Fig. 1: metal 2
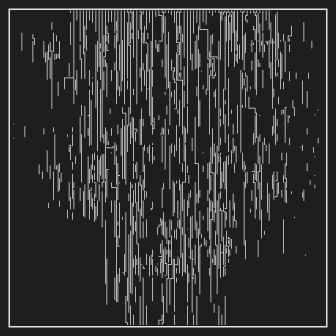
Fig. 2: placement density heat map
Bar = 20 um. The die is cut into 9 by 9 equal tiles; black is low, pale yellow is high, 0 to 100% covered.
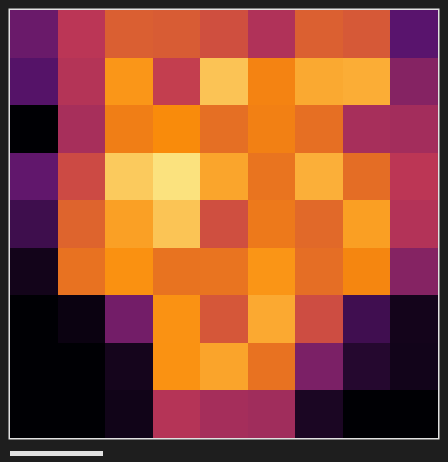
Fig. 3: the metal 1 layer
Bar = 20 um.
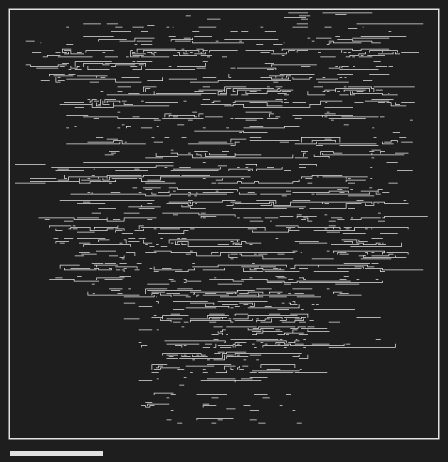
$ cat src/rtl/read_control_logic.sv
// Read-side controller for the dual-clock FIFO example: drains NUM_WORDS words, checks them
// against the writer's incrementing pattern and reports captures, mismatches and completion.
module read_control_logic #(
  parameter int DATA_W    = 32,
  parameter int ADDR_W    = 8,
  parameter int NUM_WORDS = 256,
  parameter int ERR_W     = 16
) (
  input  logic              clk_i,
  input  logic              reset_i,
  input  logic              rdempty_i,
  input  logic [DATA_W-1:0] q_i,
  output logic              rdreq_o,
  output logic [ADDR_W-1:0] addr_o,
  output logic [DATA_W-1:0] data_o,
  output logic              valid_o,
  output logic              err_o,
  output logic [ERR_W-1:0]  err_cnt_o,
  output logic              done_o
);

  typedef enum logic [2:0] {
    IDLE    = 3'd0,
    READ    = 3'd1,
    CAPTURE = 3'd2,
    WAIT    = 3'd3,
    DONE    = 3'd4
  } state_t;

  localparam logic [ADDR_W:0] LAST_IDX = (ADDR_W + 1)'(NUM_WORDS - 1);

  state_t          state;
  state_t          state_nxt;
  logic [ADDR_W:0] word_cnt;
  logic            mismatch;
  logic            last_word;
  logic            state_ok;

  function automatic logic [ERR_W-1:0] sat_inc(input logic [ERR_W-1:0] v);
    return (&v) ? v : v + ERR_W'(1);
  endfunction

  assign mismatch  = (q_i != DATA_W'(addr_o));
  assign last_word = (word_cnt == LAST_IDX);
  assign state_ok  = state inside {IDLE, READ, CAPTURE, WAIT, DONE};

  always_ff @(posedge clk_i) begin
    if (reset_i) state <= IDLE;
    else         state <= state_nxt;
  end

  always_comb begin
    state_nxt = IDLE;
    case (state)
      IDLE:    state_nxt = rdempty_i ? IDLE : READ;
      READ:    state_nxt = CAPTURE;
      CAPTURE: begin
        if (last_word)       state_nxt = DONE;
        else if (!rdempty_i) state_nxt = READ;
        else                 state_nxt = WAIT;
      end
      WAIT:    state_nxt = rdempty_i ? WAIT : READ;
      DONE:    state_nxt = DONE;
      default: state_nxt = IDLE;
    endcase
  end

  always_comb begin
    rdreq_o = (state == READ);
    done_o  = (state == DONE);
  end

  // capture stage: q_i arrives one cycle after the READ request
  always_ff @(posedge clk_i) begin
    if (reset_i || !state_ok) begin
      addr_o    <= '0;
      data_o    <= '0;
      valid_o   <= 1'b0;
      err_o     <= 1'b0;
      err_cnt_o <= '0;
      word_cnt  <= '0;
    end else begin
      valid_o <= 1'b0;
      if (state == CAPTURE) begin
        data_o   <= q_i;
        valid_o  <= 1'b1;
        addr_o   <= addr_o + ADDR_W'(1);
        word_cnt <= word_cnt + (ADDR_W + 1)'(1);
        if (mismatch) begin
          err_o     <= 1'b1;
          err_cnt_o <= sat_inc(err_cnt_o);
        end
      end
    end
  end

endmodule

$ cat config.mk
export PLATFORM = sky130hd
export DESIGN_NAME = read_control_logic
export DESIGN_NICKNAME = d
export VERILOG_FILES = /design/src/rtl/read_control_logic.sv
export SDC_FILE = /design/constraint.sdc
export NUM_CORES = 1
export LEC_CHECK = 0
export CAP_MARGIN = 20
export CORE_MARGIN = 2
export CORE_UTILIZATION = 40
export CTS_CLUSTER_DIAMETER = 150
export DETAILED_ROUTE_END_ITERATION = 6
export MAX_ROUTING_LAYER = met4
export PLACE_DENSITY = 0.75
export SLEW_MARGIN = 5
export SYNTH_ARGS = -nofsm -noshare
export SYNTH_HDL_FRONTEND = slang
export SYNTH_SLANG_ARGS = --single-unit
$ cat constraint.sdc
create_clock -name clk_i -period 5.7 [get_ports clk_i]
set_clock_uncertainty 0.1 [all_clocks]
set_input_delay 0.57 -clock clk_i [delete_from_list [all_inputs] [get_ports clk_i]]
set_output_delay 0.57 -clock clk_i [all_outputs]
set_load 0.1 [all_outputs]
==> ci_impl_report.md <==
## Synthesis and layout report

| Metric | Value |
|---|---|
| Combinational power | `0.263 mW` |
| Clock power frac | `32.9%` |
| Post-Layout Cell Count | `567` |
| Synth Instances | `375` |
| Post-place setup slack | `2980 ps` |
| Flop2flop setup slack | `3460 ps` |
| Data required time at the worst endpoint | `between 5000 and 6000 ps` |
| Max Fclk | `339 MHz` |
| WL met2 | `4000 um` |
| Share of layout cells above drive strength 1 | `slightly above 6%` |
| IO Count | `roughly 95` |
| Synthesized area per cell | `8.30 um2` |
| Chip area | `8510 um2` |
| Power Dens Cells | `274 nW/um2` |
| Cell count in the Yosys report | `375` |
| Fin crit share | `51.8%` |
| DR pass1 iterations | `5` |
| Origin of the worst min-delay path | `data_o[3]$_SDFFE_PP0P_` |
| Status | `finished clean` |
| Root buffer cell | `clkbuf_8` |
| Simple-Gate Fraction of Synth Area | `28.3%` |
| DIE HEIGHT | `92.2 um` |
| Vias in the first global route | `2790` |
| Worst R2R Path Depth | `5` |
| Clock Tree Buf Depth | `2` |
| Setup WS post-layout | `2750 ps` |
| Slew Limit Fails | `0` |
| Routability cong. | `between 0.8 and 0.9` |
| Grt total ovfl | `0` |
| Resize count post-CTS | `0` |
| GR Util met1 | `between 20% and 30%` |
| Max Used Layer | `met4` |
| Worst Tran Pin Value | `1010 ps` |
| Yosys warns | `0` |
| Wire per inst | `14.2 um` |
| Ao+oa area frac | `between 10% and 20%` |
| Biggest regs | `data_o: 32 flops, err_cnt_o: 16 flops, word_cnt: 9 flops` |
| H-tree levels | `3` |
| Clock sink count | `~70` |
| First-pass GRT wire length | `13200 um` |
| DR vias/cell | `between 5 and 6` |
| Diode count | `0` |
| GRT Total Usage | `19.9%` |
| Nets | `500` |
| Net Count, Synth | `414` |
| YS chip area | `3110 um2` |
| Multiplexer share | `0.683%` |
-- Fig. 1 (at the start) --
- main direction: vertical
- longest straight run: 37.1 um
- nets with wire on the layer: 415
- wire length on this layer: 4000 um

-- Fig. 2 (at the start) --
- densest ninth of the die: center
- tiles over 75% full: 21%
- mean over tiles: 49%
- emptiest ninth of the die: south-west
- nearly empty tiles: 9.9%

-- Fig. 3 (at the start) --
- longest straight run: 26.7 um
- share of all routed wire: 43%
- wire length on this layer: 3470 um
- nets with wire on the layer: 450

[final cells by class]
type	count	area, um2
fillers	656	3360
well taps	102	128
multi-input cells	278	1580
inverters	5	18.8
flip-flops and latches	70	1400
clock buffers	9	124
repair buffers	97	976
clock inverters	6	63.8
[Yosys cell counts (all sizes together)]
library cell / count
a2111oi: 1
a211oi: 2
a21o: 1
a21oi: 48
a31oi: 1
and3: 7
and4: 1
buf: 10
clkbuf: 12
dfxtp: 70
ha: 4
inv: 5
mux2: 1
mux2i: 1
nand2: 85
nand3: 8
nand4: 14
nand4b: 2
nor2: 23
nor3: 4
nor3b: 3
nor4: 9
nor4b: 1
o2111ai: 1
o211ai: 3
o21a: 2
o21ai: 11
o21bai: 1
o311ai: 1
o31a: 1
o31ai: 4
or2: 2
or3: 10
or3b: 1
or4: 5
xnor2: 12
xor2: 8
[worst max-delay path by stage]
stage	to	cells past startpoint	startpoint	slack [ps]
global route	done_o	3	state[1]$_SDFF_PP0_	2630
finish	done_o	3	state[1]$_SDFF_PP0_	2750
floorplan	rdreq_o	1	state[0]$_SDFF_PP0_	2360
global placement	err_cnt_o[15]$_SDFFE_PP0P_	7	q_i[8]	3010
detailed placement	err_cnt_o[15]$_SDFFE_PP0P_	7	q_i[9]	2980
CTS	done_o	3	state[1]$_SDFF_PP0_	2760
[through the flow]
step	total power [mW]	instance area [um2]	utilization [%]	hold WS, ps
after floorplan	0.722	3110	-	354
after global placement	0.794	4080	53.3	342
after detailed placement	0.797	4080	53.3	346
after CTS	1.18	4270	55.8	357
after global routing	1.22	4290	56.1	372
final	1.17	4290	56.1	354
[critical path, stage by stage, from the launching register on]
cell,delay (ps)
dfxtp_1,390
or2_1,290
nor2_1,120
clkdlybuf4s50_1,1140
No activity file was given, so power comes from the tool's default toggle rates.
